`config.mk`:
```
export PLATFORM = sky130hd
export DESIGN_NAME = ifid_elastic_pipe
export DESIGN_NICKNAME = d
export VERILOG_FILES = /design/src/rtl/pipe_pkg.sv /design/src/rtl/pipe_ring_buf.sv /design/src/rtl/ifid_elastic_pipe.sv
export SDC_FILE = /design/constraint.sdc
export NUM_CORES = 1
export LEC_CHECK = 0
export ABC_CLOCK_PERIOD_IN_PS = 8200
export CORE_MARGIN = 2
export CORE_UTILIZATION = 33
export DETAILED_ROUTE_END_ITERATION = 8
export PLACE_DENSITY_LB_ADDON = 0.3
export SLEW_MARGIN = 20
export SYNTH_ARGS = -nofsm -noshare
export SYNTH_HDL_FRONTEND = slang
export SYNTH_SLANG_ARGS = --single-unit
```
`constraint.sdc`:
```
create_clock -name clk_i -period 8.2 [get_ports clk_i]
set_input_delay 1.23 -clock clk_i [delete_from_list [all_inputs] [get_ports clk_i]]
set_output_delay 1.23 -clock clk_i [all_outputs]
set_load 0.1 [all_outputs]
```
`src/rtl/pipe_pkg.sv`:
```
// Shared types and defaults for the IF/ID elastic pipe: payload layout,
// occupancy classification and the default bubble instruction.
package pipe_pkg;

    localparam int PIPE_REGI_SIZE = 16;
    localparam logic [PIPE_REGI_SIZE-1:0] PIPE_NOP_INSTR = '0;

    typedef struct packed {
        logic [PIPE_REGI_SIZE-1:0] pc;
        logic [PIPE_REGI_SIZE-1:0] instr;
    } ifid_payload_t;

    typedef enum logic [1:0] {
        EMPTY,
        PARTIAL,
        FULL
    } occupancy_t;

    function automatic occupancy_t occ_of(input int cnt, input int depth);
        if (cnt == 0) begin
            return EMPTY;
        end
        if (cnt >= depth) begin
            return FULL;
        end
        return PARTIAL;
    endfunction

endpackage

```
`src/rtl/pipe_ring_buf.sv`:
```
// Storage array and wrapping read/write pointers for the elastic pipe.
// DEPTH must be a power of two so pointers wrap by natural overflow.
module pipe_ring_buf
    import pipe_pkg::*;
#(
    parameter int WIDTH = 32,
    parameter int DEPTH = 2
) (
    input  logic             clk,
    input  logic             rst_n,
    input  logic             clear,
    input  logic             push,
    input  logic             pop,
    input  logic [WIDTH-1:0] wr_data,
    output logic [WIDTH-1:0] rd_data
);

    localparam int PW = $clog2(DEPTH);

    logic [WIDTH-1:0] mem [DEPTH];
    logic [PW-1:0]    wr_ptr;
    logic [PW-1:0]    rd_ptr;

    always_ff @(posedge clk or negedge rst_n) begin
        if (!rst_n) begin
            wr_ptr <= '0;
            rd_ptr <= '0;
        end else if (clear) begin
            wr_ptr <= '0;
            rd_ptr <= '0;
        end else begin
            if (push) begin
                wr_ptr <= wr_ptr + PW'(1);
            end
            if (pop) begin
                rd_ptr <= rd_ptr + PW'(1);
            end
        end
    end

    // Storage carries no reset; its contents only matter once count says so.
    always_ff @(posedge clk) begin
        if (push && !clear) begin
            mem[wr_ptr] <= wr_data;
        end
    end

    assign rd_data = mem[rd_ptr];

endmodule

```
`src/rtl/ifid_elastic_pipe.sv`:
```
// IF/ID elastic pipe: DEPTH-entry ring buffer of {next_pc, instr} with
// valid/ready on both sides, flush, and a NOP bubble when empty.
// Optional stall/flush statistics are enabled by IFID_PIPE_STATS_EN.
module ifid_elastic_pipe
    import pipe_pkg::*;
#(
    parameter int                   REGI_SIZE = PIPE_REGI_SIZE,
    parameter int                   DEPTH     = 2,
    parameter logic [REGI_SIZE-1:0] NOP_INSTR = REGI_SIZE'(PIPE_NOP_INSTR)
) (
    input  logic                    clk_i,
    input  logic                    rst_i,
    input  logic                    flush_i,
    input  logic                    valid_i,
    output logic                    ready_o,
    input  logic [REGI_SIZE-1:0]    next_pc_i,
    input  logic [REGI_SIZE-1:0]    instr_i,
    output logic                    valid_o,
    input  logic                    ready_i,
    output logic [REGI_SIZE-1:0]    next_pc_o,
    output logic [REGI_SIZE-1:0]    instr_o,
    output logic [$clog2(DEPTH):0]  count_o
`ifdef IFID_PIPE_STATS_EN
    ,
    output logic [31:0]             stall_cnt_o,
    output logic [15:0]             flush_cnt_o
`endif
);

    localparam int CW = $clog2(DEPTH) + 1;
    localparam int PAY_W = 2 * REGI_SIZE;

    logic [CW-1:0]        count;
    logic [CW-1:0]        count_nxt;
    logic                 ready;
    logic                 push;
    logic                 pop;
    logic [REGI_SIZE-1:0] last_pc;
    logic [PAY_W-1:0]     rd_word;
    logic [REGI_SIZE-1:0] head_pc;
    logic [REGI_SIZE-1:0] head_instr;
    occupancy_t           occ_nxt;

    always_comb begin
        push      = valid_i & ready;
        pop       = (count != '0) & ready_i;
        count_nxt = count;
        if (flush_i) begin
            count_nxt = '0;
        end else if (push && !pop) begin
            count_nxt = count + CW'(1);
        end else if (pop && !push) begin
            count_nxt = count - CW'(1);
        end
        occ_nxt = occ_of(int'(count_nxt), DEPTH);
    end

    pipe_ring_buf #(
        .WIDTH (PAY_W),
        .DEPTH (DEPTH)
    ) u_ring (
        .clk     (clk_i),
        .rst_n   (rst_i),
        .clear   (flush_i),
        .push    (push & ~flush_i),
        .pop     (pop & ~flush_i),
        .wr_data ({next_pc_i, instr_i}),
        .rd_data (rd_word)
    );

    assign head_pc    = rd_word[PAY_W-1 -: REGI_SIZE];
    assign head_instr = rd_word[REGI_SIZE-1:0];

    // ready stays low through reset and rises on the first edge after release;
    // it depends only on the registered next occupancy, never on ready_i directly.
    always_ff @(posedge clk_i or negedge rst_i) begin
        if (!rst_i) begin
            count   <= '0;
            ready   <= 1'b0;
            last_pc <= '0;
        end else begin
            count <= count_nxt;
            ready <= (occ_nxt != FULL);
            if (count != '0) begin
                last_pc <= head_pc;
            end
        end
    end

    assign valid_o   = (count != '0);
    assign ready_o   = ready;
    assign count_o   = count;
    assign next_pc_o = valid_o ? head_pc : last_pc;
    assign instr_o   = valid_o ? head_instr : NOP_INSTR;

`ifdef IFID_PIPE_STATS_EN
    function automatic logic [31:0] sat_inc32(input logic [31:0] v);
        return (&v) ? v : v + 32'd1;
    endfunction

    function automatic logic [15:0] sat_inc16(input logic [15:0] v);
        return (&v) ? v : v + 16'd1;
    endfunction

    logic [31:0] stall_cnt;
    logic [15:0] flush_cnt;

    always_ff @(posedge clk_i or negedge rst_i) begin
        if (!rst_i) begin
            stall_cnt <= '0;
            flush_cnt <= '0;
        end else begin
            if (valid_o && !ready_i) begin
                stall_cnt <= sat_inc32(stall_cnt);
            end
            if (flush_i) begin
                flush_cnt <= sat_inc16(flush_cnt);
            end
        end
    end

    assign stall_cnt_o = stall_cnt;
    assign flush_cnt_o = flush_cnt;
`endif

endmodule

```
**Cells colored by class**

The bar under the picture is 20 µm long.
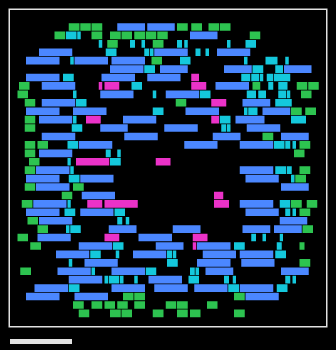
Key: magenta = clock drivers and dummy loads [cells 16, share of their area 5.3%]; cyan = combinational and other logic [cells 101, share of their area 17%]; blue = flops [cells 85, share of their area 60%]; green = other buffers and delay cells [cells 73, share of their area 18%]
register fraction of the total cell area: 0.5785
core outline area: 9284 µm²
Design Area, Final: 4233 µm²

**Logic cells by family**

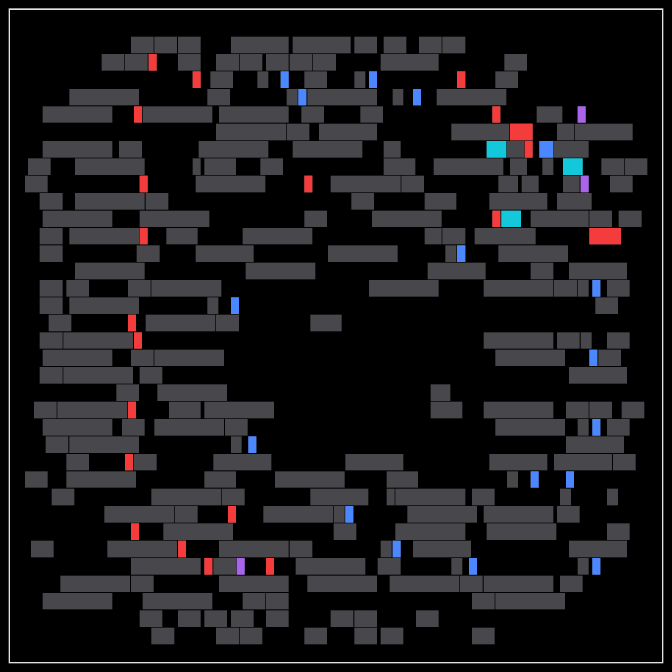
Key: red = NOR gates [cells 21, most used nor2_1]; blue = NAND gates [cells 17, most used nand2_1]; cyan = XOR/XNOR gates [cells 3, most used xnor2_1]; purple = inverters [cells 3, most used inv_1]
final cell count without fillers: 404
multi-input gate share of the layout cell area: 0.1590
most instantiated logic cell after routing: clkdlybuf4s50_1

==> results.toml <==
# synthesis and place-and-route metrics
[status]
run_status = "finished, final reports clean"

[min_path]
min_delay_path_depth = 2
hp-class = "register to register"

[synthesis]
syn_area_um2 = 3172
netlist_top_cells_count = "edfxtp_1, mux2i_1, dfrtp_1"
synth.largest_area_cell = "edfxtp_1"
synth.comb.largest_family = "multiplexers"
avgSynthCellArea_um2 = 16.27
yosysWarnings = 0
synth.cellmix.xorXnorShare = 0.008284
ys_chip_area_um2 = 3172
synthesis.nets = 233

[clock_network]
cts_hold_buf = 0
tritoncts.num_buffers = 9
post_cts.repair.setup_buffers = 0
ctsRootBufferMaster = "clkbuf_8"
numClockSinks = 85

[die]
die_width_um = 102.0
floorplan.core_util = 0.3416
top_level_ports = 73

[grt]
globalRouteOverflowTotal = 0
antenna_violations_before_repair = 0
grt_pass1_vias = 1792

[critical_path]
crit_path_max_fanout = 50
worst_path_largest_cell_delay_ns = 1.20
setup.reg_to_reg.worst_slack_ns = 6.11
cp_slowest_cell = "clkdlybuf4s50_1"
worst_reg2reg_path_endpoint = "count_o[0]"

[timing]
max_slew.worst_pin.slew_ns = 1.018

[flow_run]
tool_warnings = 26

[routing]
dr_wl_met2_um = 2831
**Track usage over the die**

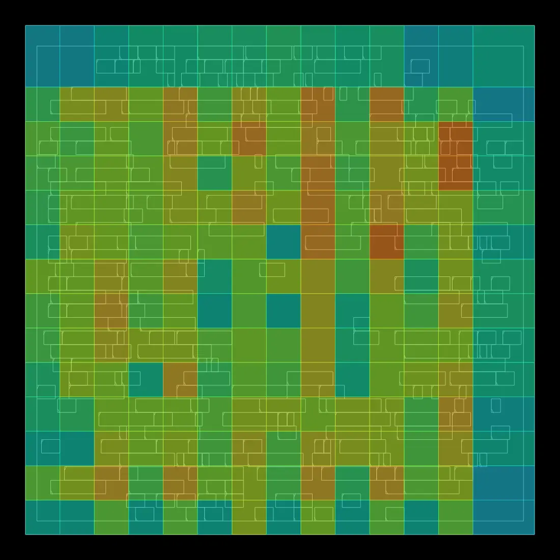
share of the core filled with cells in the final layout: 0.4559
met1 Usage GRT: 0.1441
GR Util met3: 0.03967
final routed wire length divided by cell count: 14.18 µm

**Clock wires, drivers and flops**

The bar under the picture is 20 µm long.
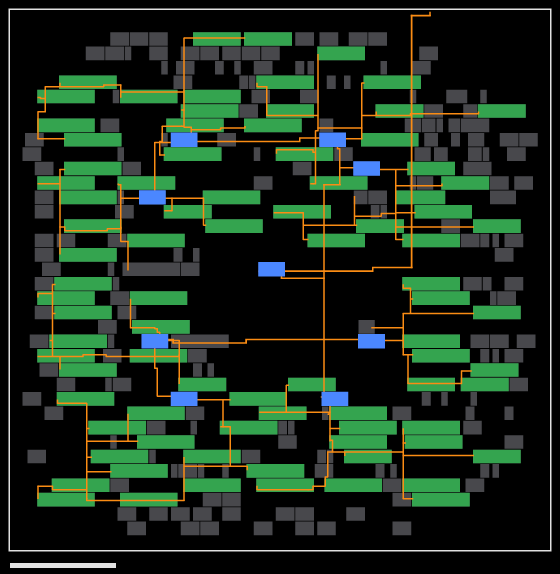
Key: blue = clock drivers [count 9]; orange = clock wires [length 963 µm]; green = flip-flops [count 85]
There are 10 routed clock nets.
clock latency on the worst-skew pair: 0.34 ns
Worst Clk Skew: 0.01157 ns

-- cell type report --
type	count	area share
Clock buffer	10	0.03015
Clock inverter	6	0.02069
Inverter	3	0.002660
Tap cell	129	0.03813
Timing Repair Buffer	73	0.1709
Sequential cell	85	0.5785
Multi-Input combinational cell	98	0.1590
-- cells by family (layout without fill, tap and decap cells) --
logic type	count (synthesis)	after routing
AND-OR/OR-AND	20	20
XOR/XNOR	3	3
adder cells (fa/ha/maj)	1	1
buffers and inverters	12	92
flip-flops	85	85
multiplexers	34	34
AND/OR/NAND/NOR	40	40
-- through the flow --
stage	util	worst slack, ns	cell area, µm²	hold WS, ns
after floorplan	-	3.266	3172	0.5191
after global placement	0.4333	4.200	4023	0.4789
after CTS	0.4565	3.777	4238	0.5107
final	0.4559	3.867	4233	0.5076
after global routing	0.4559	3.509	4233	0.5382
after detailed placement	0.4333	4.188	4023	0.4904
-- layout by cell type, fill, tap and decap left out, types with 2 or more instances in the layout --
master,synthesis,routed
clkdlybuf4s50_1,0,71
edfxtp_1,64,64
mux2i_1,32,32
dfrtp_1,21,20
nor2_1,19,19
nand2_1,16,16
o21ai_0,16,16
clkbuf_8,0,9
inv_1,3,3
xnor2_1,2,2
a211oi_1,2,2
bufinv_16,0,2
clkinvlp_4,0,2
-- worst min-delay path, stage by stage (launching register included) --
cell,delay (ns)
dfrtp_1,0.33
nand2_1,0.05
o21ai_0,0.09
-- how the worst min path moves through the flow --
stage                              from       endpoint  slack (ns)
after detailed placement     last_pc[8]     last_pc[8]        0.49
after CTS                    last_pc[8]     last_pc[8]        0.51
after global placement      last_pc[14]    last_pc[14]        0.48
after floorplan           u_ring.wr_ptr  u_ring.wr_ptr        0.52
final                       last_pc[10]    last_pc[10]        0.51
after global routing         last_pc[8]     last_pc[8]        0.54
-- layer usage --
layer  global-route usage  up-vias
met2               0.1918       51
li1                     -      855
met1               0.1441      842
met4              0.04923        0
met3              0.03967        6
met5                    0        -
-- registers in the layout, summed over array words and instances (netlist names) --
name           cells
ready_o            1
count_o            2
u_ring.wr_ptr      1
last_pc           16
u_ring.rd_ptr      1
u_ring.mem        64
